$ cat config.mk
export PLATFORM = sky130hd
export DESIGN_NAME = wb_bus_master
export DESIGN_NICKNAME = d
export VERILOG_FILES = /design/src/rtl/wb_bus_master.sv
export SDC_FILE = /design/constraint.sdc
export NUM_CORES = 1
export LEC_CHECK = 0
export CAP_MARGIN = 20
export CORE_UTILIZATION = 39
export DETAILED_ROUTE_END_ITERATION = 8
export PLACE_DENSITY = 0.8
export SETUP_SLACK_MARGIN = 0.05
export SKIP_CTS_REPAIR_TIMING = 1
export SLEW_MARGIN = 10
export SYNTH_ARGS = -nofsm -noshare
export SYNTH_HDL_FRONTEND = slang
export SYNTH_SLANG_ARGS = --single-unit
$ cat constraint.sdc
create_clock -name clk -period 1.5 [get_ports clk]
set_input_delay 0.3 -clock clk [delete_from_list [all_inputs] [get_ports clk]]
set_output_delay 0.3 -clock clk [all_outputs]
set_load 0.01 [all_outputs]
$ cat src/rtl/wb_bus_master.sv
`default_nettype none
// ============================================================================
// Module      : wb_bus_master
// Description : Wishbone classic single-beat master. Takes one read or write
//               request from the memory request arbiter per idle cycle, runs
//               it on the SoC Wishbone fabric and returns registered read data.
//               Optional bus-timeout abort is compiled in with WB_TIMEOUT_EN.
// Revision    : 1.0 - initial release
// ----------------------------------------------------------------------------
// Parameters
//   TIMEOUT_CYCLES  max BUS-state cycles before abort (WB_TIMEOUT_EN only),
//                   legal range 1..65535
// Ports
//   clk, nRst                   clock (posedge), async active-low reset
//   mem_read, mem_write         arbiter request strobes (sampled when idle)
//   adr_to_mem, data_to_mem,
//   sel_to_mem                  request address / write data / byte lanes
//   mem_busy                    transaction outstanding
//   data_from_mem               last completed read data
//   timeout_err                 one-cycle pulse on timeout abort
//   CYC_O, STB_O, WE_O, ADR_O,
//   DAT_O, SEL_O                Wishbone master outputs
//   DAT_I, ACK_I, ERR_I         Wishbone slave responses
// Configuration macro
//   WB_TIMEOUT_EN   defined: BUS state aborts after TIMEOUT_CYCLES cycles
//                   undefined: BUS waits indefinitely, timeout_err tied 0
// ============================================================================
module wb_bus_master #(
  parameter int unsigned TIMEOUT_CYCLES = 255
) (
  input  logic        clk,
  input  logic        nRst,
  input  logic        mem_read,
  input  logic        mem_write,
  input  logic [31:0] adr_to_mem,
  input  logic [31:0] data_to_mem,
  input  logic [3:0]  sel_to_mem,
  output logic        mem_busy,
  output logic [31:0] data_from_mem,
  output logic        timeout_err,
  output logic        CYC_O,
  output logic        STB_O,
  output logic        WE_O,
  output logic [31:0] ADR_O,
  output logic [31:0] DAT_O,
  output logic [3:0]  SEL_O,
  input  logic [31:0] DAT_I,
  input  logic        ACK_I,
  input  logic        ERR_I
);

  localparam logic [0:0] c_ST_IDLE = 1'b0;
  localparam logic [0:0] c_ST_BUS  = 1'b1;

  logic [0:0]  state_q, state_d;
  logic        we_q, we_d;
  logic [31:0] adr_q, adr_d;
  logic [31:0] dat_q, dat_d;
  logic [3:0]  sel_q, sel_d;
  logic [31:0] rdata_q, rdata_d;

  logic        w_req;
  logic        w_timeout;

  assign w_req = mem_read | mem_write;

  // --------------------------------------------------------------------------
  // Optional bus timeout
  // --------------------------------------------------------------------------
`ifdef WB_TIMEOUT_EN
  logic [15:0] cnt_q, cnt_d;
  logic        tmo_q;

  // cnt_q holds the number of BUS cycles already elapsed, so the limit is hit
  // during the TIMEOUT_CYCLES-th BUS cycle. ACK/ERR in that cycle take priority.
  assign w_timeout = (state_q == c_ST_BUS) && !ACK_I && !ERR_I &&
                     (cnt_q == 16'(TIMEOUT_CYCLES - 1));

  always_comb begin
    cnt_d = cnt_q;
    if (state_q == c_ST_IDLE) begin
      cnt_d = 16'd0;
    end else if (!ACK_I && !ERR_I) begin
      cnt_d = cnt_q + 16'd1;
    end
  end

  always_ff @(posedge clk or negedge nRst) begin
    if (!nRst) begin
      cnt_q <= 16'd0;
      tmo_q <= 1'b0;
    end else begin
      cnt_q <= cnt_d;
      tmo_q <= w_timeout;
    end
  end

  assign timeout_err = tmo_q;
`else
  logic [15:0] w_unused_timeout;

  assign w_unused_timeout = 16'(TIMEOUT_CYCLES);
  assign w_timeout        = 1'b0;
  assign timeout_err      = 1'b0;
`endif

  // --------------------------------------------------------------------------
  // FSM: state register (also holds the request latches and read data)
  // --------------------------------------------------------------------------
  always_ff @(posedge clk or negedge nRst) begin
    if (!nRst) begin
      state_q <= c_ST_IDLE;
      we_q    <= 1'b0;
      adr_q   <= 32'd0;
      dat_q   <= 32'd0;
      sel_q   <= 4'd0;
      rdata_q <= 32'd0;
    end else begin
      state_q <= state_d;
      we_q    <= we_d;
      adr_q   <= adr_d;
      dat_q   <= dat_d;
      sel_q   <= sel_d;
      rdata_q <= rdata_d;
    end
  end

  // --------------------------------------------------------------------------
  // FSM: next-state logic
  // --------------------------------------------------------------------------
  always_comb begin
    state_d = state_q;
    case (state_q)
      c_ST_IDLE: if (w_req) state_d = c_ST_BUS;
      c_ST_BUS:  if (ACK_I || ERR_I || w_timeout) state_d = c_ST_IDLE;
      default:   state_d = c_ST_IDLE;
    endcase
  end

  // --------------------------------------------------------------------------
  // FSM: output / datapath next values
  // --------------------------------------------------------------------------
  always_comb begin
    we_d    = we_q;
    adr_d   = adr_q;
    dat_d   = dat_q;
    sel_d   = sel_q;
    rdata_d = rdata_q;
    case (state_q)
      c_ST_IDLE: begin
        // A simultaneous read and write resolves to the write.
        if (w_req) begin
          we_d  = mem_write;
          adr_d = adr_to_mem;
          dat_d = data_to_mem;
          sel_d = sel_to_mem;
        end
      end
      c_ST_BUS: begin
        // ERR beats ACK; ACK beats a timeout in the same cycle.
        if (ERR_I || (!ACK_I && w_timeout)) begin
          if (!we_q) rdata_d = 32'd0;
        end else if (ACK_I) begin
          if (!we_q) rdata_d = DAT_I;
        end
      end
      default: ;
    endcase
  end

  // Bus handshake outputs come straight from the state flop.
  assign mem_busy      = (state_q == c_ST_BUS);
  assign CYC_O         = (state_q == c_ST_BUS);
  assign STB_O         = (state_q == c_ST_BUS);
  assign WE_O          = we_q;
  assign ADR_O         = adr_q;
  assign DAT_O         = dat_q;
  assign SEL_O         = sel_q;
  assign data_from_mem = rdata_q;

endmodule
`default_nettype wire

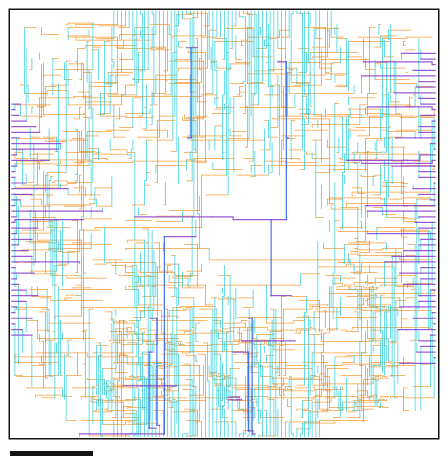
*Wiring by layer, run 1*
Scale bar: 20 um.
Key: purple = met3 [wire length 682 um]; orange = met1 [wire length 4,120 um]; blue = met4 [wire length 217 um]; cyan = met2 [wire length 6,040 um]
total routing usage reported by global routing: 0.1913
per-cell routed wire length: 16.81 um

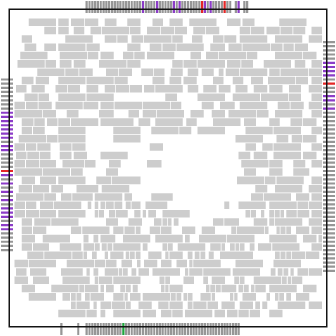
*Pin placement, run 1*
Pins as bars across the die edge, other pins in grey.
Key: red = `SEL_O` [pins 4, direction output, edge 2 top, 1 left, 1 right]; green = `CYC_O` [pins 1, direction output, edge bottom]; purple = `adr_to_mem` [pins 32, direction input, edge 18 left, 7 top, 7 right]
Die Wd: 103.3 um
number of port buffers: 209
Die Y: 103.3 um

==> impl_metrics.tcl, run 1 <==
# flow metrics
set metrics [dict create \
    netSwitchingPower_w 0.002614 \
    finalCoreUtilization 0.7021 \
    met2_usage_in_global_routing 0.3472 \
    fin_crit_sh 1.051 \
    syn_avg_cell_area_um2 13.34 \
    fillerInstances 688 \
    area_growth_from_synthesis_to_layout_pct 73.08 \
    critPathKind "flop to flop" \
    hold_path.class "primary input to flop" \
    netSwitchingFraction 0.2856 \
    cp_data_arrival_time_ps 1810 \
    cp.buffers_inverters 4 \
    drt_wl_total_um 11060 \
    synth_flops 102 \
    antenna_left 0 \
    outcome "complete, but fails checks" \
    die_area_mm2 0.01067 \
    critical_path_peak_fanout 12 \
    syn_inst 300 \
    combined_flip_flop_and_latch_cell_area_mm2 0.002554 \
    dp_hpwl_um 7546 \
    placedInstanceArea_mm2 0.006284 \
    gr-total-overflow 0 \
    grt_start_max_net_pins 54 \
    cts.htree.levels 3 \
    ys_types 16 \
    placementRows 36 \
    p_int_w 0.006536 \
    failed_checks "setup timing" \
    cp_cell_sequence "buf_6 > buf_6 > o21bai_4 > buf_6 > clkbuf_16 > mux2_2" \
    route.detailed.vias_per_inst 4.836 \
    worst_path_max_delay_cell "dfrtp_2" \
    antennaDiodeCount 0 \
    wire_length_of_the_first_global_routing_pass_um 15330 \
    cp-end-kind "flop" \
    synth.top_cell.area_share 0.6379 \
    gp_congestion 0.7121 \
    openroad_warnings 27 \
    detail_route.drc_violations 0 \
    clockPowerShare 0.197 \
    final_power_w 0.009149 \
    setup-violations-final 42 \
    final.setup.tns_ps -2167 \
    worst_slack_ps -75.99 \
    post-synth-top-area-cell "dfrtp_1" \
    multiInputGateArea_mm2 0.001306 \
    grt_most_used_layer "met2" \
    final_period_minus_worst_setup_slack_ps 1576 \
    yosys_area_mm2 0.004001 \
    setup.worst_path.start_class "flop" \
    yosys.stat.seqShare 0.6379 \
    seqPwrFrac 0.422 \
    nets 627 \
    cts_tree "built" \
    cell_area_after_technology_mapping_mm2 0.004001 \
    vdd_drop_max_mv 0.8514 \
    cts.root.buffer_cell "clkbuf_8" \
    met1_grt_util 0.2118 \
    synth_warnings 0 \
    timing.final.max_slew_violations 0 \
    critPathTopFamily "buffers and inverters" \
    core_area_mm2 0.009864 \
    drc_violation_total_after_the_first_tritonroute_iteration 53 \
    first_global_vias 3208 \
    power.density_cell_area_mw_per_mm2 1321 \
    finish.instance_area_mm2 0.006925 \
    max_cap_violations 0 \
    pwr-share-comb 0.381 \
    critical-path-max-stage-delay_ps 440 \
    maxClockFrequency_ghz 0.6345 \
    critPathRequiredTime_ps 1740 \
    leakagePower_nw 3.932 \
    clk_pin_slew_ps 90 \
    num_vias 3182 \
    yosys_cells 300 \
    clock_path_buffers 2 \
    rsz_0062_raised_after_global_routing "yes" \
    drtPass1Iterations 4 \
    antenna_found_initial 0 \
    hold_violation_total_from_the_final_report 0 \
    critPathMostFrequentCell "buf_6" \
    final_layout_size_suffix_gt1_frac 0.2095 \
    synth_nets 406 \
    met3_usage 0.03831 \
    ios 211 \
    synth.area.top_cells "dfrtp_1 64%, mux2_2 17%, o21ai_0 7.5%, mux2_4 3.4%, nand2_1 3.0%" \
    initial_core_utilization 0.4056 \
]
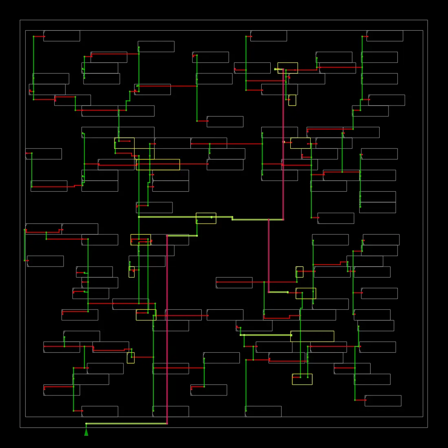
*Clock nets, run 1*
registers: 102
clock insertion delay at the later pin of the skew report: 350 ps
setup clock skew after layout: 6.955 ps
clock sink count: 102
clock buffers created by TritonCTS: 9

[run 1: registers in the layout (all words and copies together), names as in the netlist]
name	cells
ADR_O	32
DAT_O	32
WE_O	1
SEL_O	4
data_from_mem	32
CYC_O	1
[run 1: cell families after synthesis]
logic type | Yosys count | synth area share
muxes | 68 | 0.1998
buffers and inverters | 25 | 0.03658
other | 1 | 0.0009372
and+or+nand+nor | 36 | 0.03627
DFF | 102 | 0.6379
AOI/OAI and AO/OA | 68 | 0.08849
[run 1: cells in the mapped netlist (all sizes together)]
cell / count
and3b: 1
buf: 14
clkbuf: 9
conb: 1
dfrtp: 102
inv: 2
mux2: 68
nand2: 32
nand2b: 2
nor2: 1
o21ai: 67
o21bai: 1
[run 1: worst min-delay path, cell delays in order]
cell             delay, ps
clkdlybuf4s50_1        400
nand2_1                 60
o21ai_1                 50
[run 1: final timing paths]
check / slack (ps) / to / depth (start not counted) / start
worst max-delay path: -80 / DAT_O[25] / 6 / CYC_O
worst min-delay path: 480 / data_from_mem[14] / 3 / DAT_I[14]
worst max register to register: -80 / DAT_O[25] / 6 / CYC_O
worst min register to register: 500 / ADR_O[25] / 1 / ADR_O[25]
max in group asynchronous: 750 / CYC_O / 3 / nRst
min in group asynchronous: 500 / ADR_O[9] / 3 / nRst
[run 1: layout by cell type, fill, tap and decap left out, types with 7 or more instances in the layout]
master and count:
mux2_4 10, buf_6 7, o21ai_0 60, o21ai_1 7, clkdlybuf4s50_1 104, clkbuf_8 9, buf_4 7, dfrtp_1 101
nand2_1 32, dlymetal6s2s_1 102, mux2_2 58
[run 1: power by group through the flow]
stage | clock network (W) | registers, W | logic, W
global route | 0.00197 | 0.00395 | 0.00374
global placement | 0 | 0.00390 | 0.00343
CTS | 0.00188 | 0.00390 | 0.00352
floorplan | 0 | 0.00426 | 0.00101
detailed placement | 0 | 0.00394 | 0.00351
finish | 0.00180 | 0.00386 | 0.00349
[run 1: layout make-up]
class                           instances  area share
Timing Repair Buffer                  233      0.3883
Clock inverter                          5     0.01084
Inverter                                2    0.001084
Clock buffer                           10     0.01843
Tap cell                              133     0.02403
Multi-Input combinational cell        173      0.1886
Sequential cell                       102      0.3687
[run 1: per-layer routing]
metal,part of all wire,vias up
met5,0,-
met4,0.020,0
met3,0.062,17
met2,0.55,126
met1,0.37,1570
li1,-,1469
[run 1: metrics by stage]
step | cells | hold WS [ps] | setup slack (ps)
2_1_floorplan | 300 | 4.409 | 100.8
3_3_place_gp | 631 | 318.5 | -228.8
3_5_place_dp | 631 | 324.2 | -268.9
4_1_cts | 646 | -77.31 | -300.4
5_1_grt | 658 | 473.6 | -115.1
6_report | 658 | 483.4 | -75.99
### Sequential cells grouped by signal name, run 1

Other sequential cells in the stronger grey, the rest of the logic in the fainter grey.
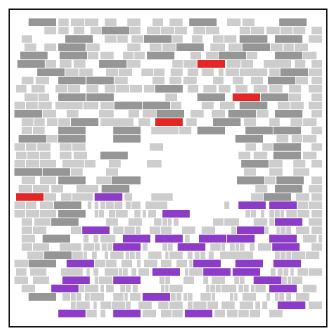

==> run 2: changes to the inputs <==
- CORE_MARGIN: not set -> 2
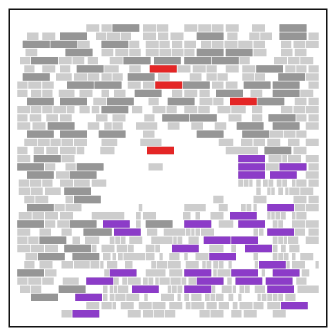
*Sequential cells grouped by signal name, run 2*
Other sequential cells in the stronger grey, the rest of the logic in the fainter grey.
Key: red = `SEL_O` [flops 4, where top centre]; purple = `data_from_mem` [flops 32]
Another 66 sequential cells are not coloured.
combined flip-flop and latch cell area: 0.002554 mm2
reported sequential group power: 0.00386 W

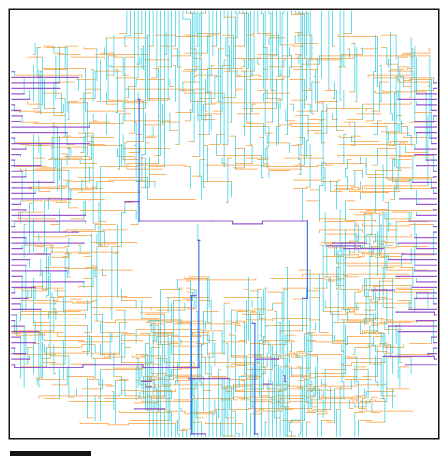
*Wiring by layer, run 2*
Scale bar: 20 um.
Key: cyan = met2 [wire length 5,610 um]; blue = met4 [wire length 141 um]; orange = met1 [wire length 4,380 um]; purple = met3 [wire length 754 um]
total routing usage reported by global routing: 0.1951
vias after detailed routing: 3,143
final WL: 10,880 um
per-cell routed wire length: 16.69 um

==> impl_metrics.tcl, run 2 <==
# flow metrics
set metrics [dict create \
    outcome "complete, but fails checks" \
    failed_checks "hold timing" \
    nets 620 \
    critical_path_end "DAT_O[12]" \
    buffer_ports.inserted 209 \
    dp_hpwl_um 7670 \
    area_growth_from_synthesis_to_layout_pct 70.64 \
    die_h_um 105.3 \
    setup-violations-final 0 \
    cp-end-kind "flop" \
    r2r_end "ADR_O[5]" \
    rrSetupSlack_ps 130 \
    yosys_most_used_dff "dfrtp_1" \
    hold_violation_total_from_the_final_report 2 \
    synth_flops 102 \
    placementRows 36 \
    clock_path_buffers 2 \
    core_area_mm2 0.009864 \
    hold_path.class "primary input to async pin" \
    antenna_found_initial 0 \
    openroad_warnings 28 \
    critPathKind "primary input to flop" \
    ios 211 \
    critical_path_peak_fanout 9 \
    numClockSinks 102 \
    critPathLaunch "mem_write" \
    syn_avg_cell_area_um2 13.34 \
    floorplan.die.width_um 105.3 \
    route.detailed.vias_per_inst 4.821 \
    cp_data_arrival_time_ps 1630 \
    detail_route.drc_violations 0 \
    antenna_left 0 \
    wire_length_of_the_first_global_routing_pass_um 17080 \
    critPathRequiredTime_ps 1750 \
    numCtsBuffers 9 \
    fraction_of_synthesis_flops_using_an_asynchronous_set_or_reset_pin 1.000 \
    final_layout_size_suffix_gt1_frac 0.2023 \
    vdd_drop_max_mv 0.7121 \
    most-common-layout-cells "104 x clkdlybuf4s50_1, 104 x dlymetal6s2s_1, 101 x dfrtp_1" \
    first_global_vias 3275 \
    rsz_0062_raised_after_global_routing "no" \
    gp_congestion 0.7785 \
    gr-total-overflow 0 \
    yosys_area_mm2 0.004001 \
    synth_warnings 0 \
    synth.area.top_cells "dfrtp_1 64%, mux2_2 17%, o21ai_0 7.5%, mux2_4 3.4%, nand2_1 3.0%" \
    cts.htree.levels 3 \
    drtPass1Iterations 4 \
    finalNonFillerCells 652 \
    placed_cells_incl_taps 636 \
    insertion_delay_ps 350 \
    cell_area_after_technology_mapping_mm2 0.004001 \
    fillerInstances 674 \
    fin_hold_ws_ps -1.839 \
    initial_core_utilization 0.4056 \
    timing.final.max_slew_violations 0 \
    maxClockFrequency_ghz 0.7238 \
    die_area_mm2 0.01109 \
    setup.worst_path.start_class "primary input" \
    fin_crit_sh 0.9211 \
    final_power_w 0.009188 \
    grt_start_max_net_pins 103 \
    max_cap_violations 0 \
    final_period_minus_worst_setup_slack_ps 1382 \
    enable_flop_cells 0 \
    startpoint_of_the_most_critical_register_to_register_path "CYC_O" \
]
[run 2: cells by family after synthesis]
family / count (synthesis) / share of synthesized area
buf+inv: 25 / 0.03658
compound gates: 68 / 0.08849
flops: 102 / 0.6379
other cells: 1 / 0.0009372
simple gates: 36 / 0.03627
mux: 68 / 0.1998
[run 2: area by class of cell]
| type | instances | area (um2) | share of cell area |
|---|---|---|---|
| timing repair buffer | 226 | 2565 | 0.3757 |
| sequential | 102 | 2554 | 0.3740 |
| multi-input combinational | 173 | 1305 | 0.1911 |
| tap | 133 | 166.4 | 0.02437 |
| clock buffer | 10 | 137.6 | 0.02016 |
| clock inverter | 6 | 92.59 | 0.01356 |
| inverter | 2 | 7.507 | 0.001100 |
[run 2: through the flow]
stage	setup slack, ps	cell area (um2)	setup TNS [ps]
3_3_place_gp	-241.4	6334	-15530
5_1_grt	52.46	6828	0
6_report	118.4	6828	0
4_1_cts	-197.3	6564	-9016
2_1_floorplan	100.8	4001	0
3_5_place_dp	-269.3	6334	-17520
[run 2: metal layers]
metal | GRT usage | vias to the layer above | wire length (um)
met5 | 0 | - | 0
met4 | 0.06952 | 0 | 141
met3 | 0.05318 | 11 | 753
met2 | 0.3263 | 139 | 5607
met1 | 0.2430 | 1540 | 4380
li1 | - | 1453 | -
[run 2: power breakdown]
part	internal (W)	switching (W)
combinational	0.00203	0.00134
sequential	0.00349	0.000367
clock	0.000998	0.000965
total	0.00652	0.00267
[run 2: worst max-delay path, stage by stage]
cell	delay [ps]
clkdlybuf4s50_1	470
o21bai_4	190
buf_12	150
buf_4	170
mux2_2	340
[run 2: worst min path at each step]
| stage | start | end | depth (start not counted) |
|---|---|---|---|
| 3_3_place_gp | nRst | data_from_mem[1] | 2 |
| 4_1_cts | nRst | data_from_mem[1] | 2 |
| 2_1_floorplan | nRst | ADR_O[0] | 0 |
| 3_5_place_dp | nRst | data_from_mem[1] | 2 |
| 5_1_grt | nRst | data_from_mem[1] | 2 |
| 6_report | nRst | data_from_mem[1] | 2 |
==> run 3: changes to the inputs <==
- CORE_MARGIN: 2 -> not set
- CORE_UTILIZATION: 39 -> 41
- DONT_BUFFER_PORTS: not set -> 1
- GPL_TIMING_DRIVEN: not set -> 0
- PLACE_DENSITY: 0.8 -> not set
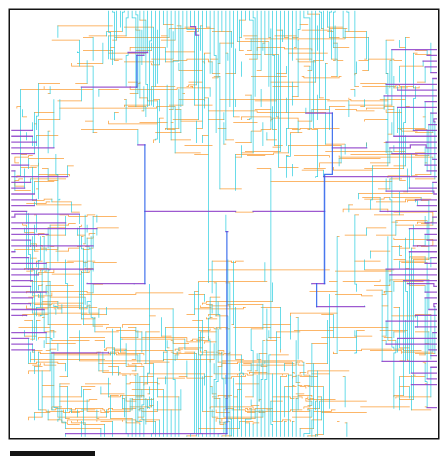
*Wiring by layer, run 3*
Scale bar: 20 um.
final WL: 8370 um
total routing usage reported by global routing: 0.1654
vias after detailed routing: 2,326
per-cell routed wire length: 18.64 um

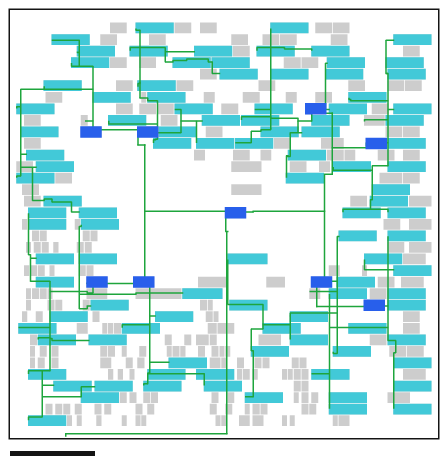
*Clock wires, drivers and flops, run 3*
Scale bar: 20 um.
Key: cyan = flip-flops [count 102]; green = clock wires [length 1,110 um]; blue = cells driving clock nets [count 9]
Position of the flops: widely spread. There are 10 routed clock nets.
clock power share: 0.234
power dissipated in the clock network: 0.00172 W
setup clock skew after layout: 4.694 ps

==> impl_metrics.tcl, run 3 <==
# flow metrics
set metrics [dict create \
    outcome "complete, but fails checks" \
    failed_checks "hold timing" \
    yosys.stat.seqShare 0.6379 \
    openroad_warnings 30 \
    maxClockFrequency_ghz 0.6893 \
    synth.area.top_cells "dfrtp_1 64%, mux2_2 17%, o21ai_0 7.5%, mux2_4 3.4%, nand2_1 3.0%" \
    critical_path_peak_fanout 10 \
    cp_cell_sequence "o21bai_4 > buf_8 > buf_12 > mux2_4" \
    critPathRequiredTime_ps 1740 \
    vdd_drop_max_mv 0.7959 \
    final_power_w 0.007348 \
    fin_crit_sh 0.9672 \
    final_layout_size_suffix_gt1_frac 0.3281 \
    wire_length_of_the_first_global_routing_pass_um 12560 \
    nets 421 \
    first_global_vias 2387 \
    critPathKind "flop to flop" \
    max_cap_violations 0 \
    timing.final.max_slew_violations 0 \
    cell_area_after_technology_mapping_mm2 0.004001 \
    synth.most_common_cell "dfrtp_1" \
    antennaDiodeCount 0 \
    power.density_cell_area_mw_per_mm2 1657 \
    numCtsBuffers 9 \
    cts_tree "built" \
    leakagePower_nw 1.908 \
    die_area_mm2 0.01016 \
    hold_path.class "primary input to async pin" \
    grt_start_max_net_pins 103 \
    rrSetupSlack_ps 50 \
    clock_path_buffers 2 \
    placementRows 35 \
    cts.root.buffer_cell "clkbuf_8" \
    cts.htree.levels 3 \
    synth_flops 102 \
    cp_data_arrival_time_ps 1690 \
    critical-path-max-stage-delay_ps 480 \
    buffer_ports.inserted 0 \
    final.setup.tns_ps 0 \
    core_area_mm2 0.009328 \
    antenna_left 0 \
    ys_types 16 \
    synth.top_cell.area_share 0.6379 \
    insertion_delay_ps 350 \
    post-synth-top-area-cell "dfrtp_1" \
    setup.worst_path.start_class "flop" \
    drc_violation_total_after_the_first_tritonroute_iteration 38 \
    cp-end-kind "flop" \
    synth_warnings 0 \
    dp_hpwl_um 6130 \
    layout.cells.most_common "dfrtp_1" \
    area_growth_from_synthesis_to_layout_pct 10.85 \
    most-common-layout-cells "100 x dfrtp_1, 60 x o21ai_0, 59 x mux2_2" \
    initial_core_utilization 0.4290 \
    hold_violation_total_from_the_final_report 102 \
    fin_hold_ws_ps -361.8 \
    syn_avg_cell_area_um2 13.34 \
    worst_path_max_delay_cell "dfrtp_2" \
    rsz_0062_raised_after_global_routing "yes" \
    yosys_most_used_dff "dfrtp_1" \
    final_period_minus_worst_setup_slack_ps 1451 \
    yosys_area_mm2 0.004001 \
    gp_congestion 0.7534 \
    fraction_of_synthesis_flops_using_an_asynchronous_set_or_reset_pin 1.000 \
    ios 211 \
    yosys_cells 300 \
    route.detailed.vias_per_inst 5.180 \
    enable_flop_cells 0 \
    synth_nets 406 \
    floorplan.die.width_um 100.8 \
    gr-total-overflow 0 \
    setup-violations-final 0 \
    numClockSinks 102 \
    antenna_found_initial 0 \
    synthTopCellsByCount "102 x dfrtp_1, 60 x o21ai_0, 59 x mux2_2" \
    syn_inst 300 \
    die_h_um 100.8 \
    drtPass1Iterations 4 \
    detail_route.drc_violations 0 \
    clk_pin_slew_ps 90 \
]
run 3: cell counts after synthesis:
No cell type changed its count.
run 3: worst paths after layout:
kind                            from  cells after the start                 to
max                            CYC_O                      4           ADR_O[6]
min                             nRst                      0  data_from_mem[28]
max reg2reg                    CYC_O                      4           ADR_O[6]
min reg2reg                ADR_O[27]                      1          ADR_O[27]
max in group asynchronous       nRst                      0   data_from_mem[8]
min in group clk               ERR_I                      1   data_from_mem[0]
run 3: per-layer routing:
layer | part of all wire | up-vias | global-route usage
li1 | - | 1047 | -
met1 | 0.37 | 1151 | 0.1848
met2 | 0.52 | 115 | 0.2808
met3 | 0.091 | 13 | 0.06519
met4 | 0.016 | 0 | 0.07023
met5 | 0 | - | 0
run 3: logic make-up after synthesis:
kind of cell | count (synthesis) | synth area share
and+or+nand+nor | 36 | 0.03627
DFF | 102 | 0.6379
muxes | 68 | 0.1998
buffers and inverters | 25 | 0.03658
other | 1 | 0.0009372
AOI/OAI and AO/OA | 68 | 0.08849
run 3: metrics by stage:
stage | util | cell area (um2) | worst slack (ps) | cells
2_1_floorplan | - | 4001 | 100.8 | 300
3_5_place_dp | 0.4463 | 4163 | -157.2 | 429
5_1_grt | 0.4755 | 4436 | 14.38 | 449
3_3_place_gp | 0.4463 | 4163 | -133.9 | 429
6_report | 0.4755 | 4436 | 49.20 | 449
4_1_cts | 0.4679 | 4364 | -156.8 | 445
run 3: power by group:
group / internal [W] / leakage, nW / total, W / switching, W
Clock: 0.000862 / 0.0996 / 0.00172 / 0.000854
Combinational: 0.000736 / 0.567 / 0.00123 / 0.000497
Sequential: 0.00350 / 1.24 / 0.00440 / 0.000900
run 3: critical path, delay by kind of cell, from the launching register on:
family / cells / cell delay [ps]
AOI/OAI and AO/OA: 1 / 250
DFF: 1 / 480
buffers and inverters: 2 / 310
muxes: 1 / 290
run 3: area by class of cell:
cell class,instances,area [um2]
buffer,23,160.2
clock buffer,13,158.9
clock inverter,3,42.54
fill,861,4892
inverter,2,7.507
multi-input combinational,173,1303
sequential,102,2555
tap,129,161.4
timing repair buffer,4,47.55
Power and IR drop assume default switching activity.
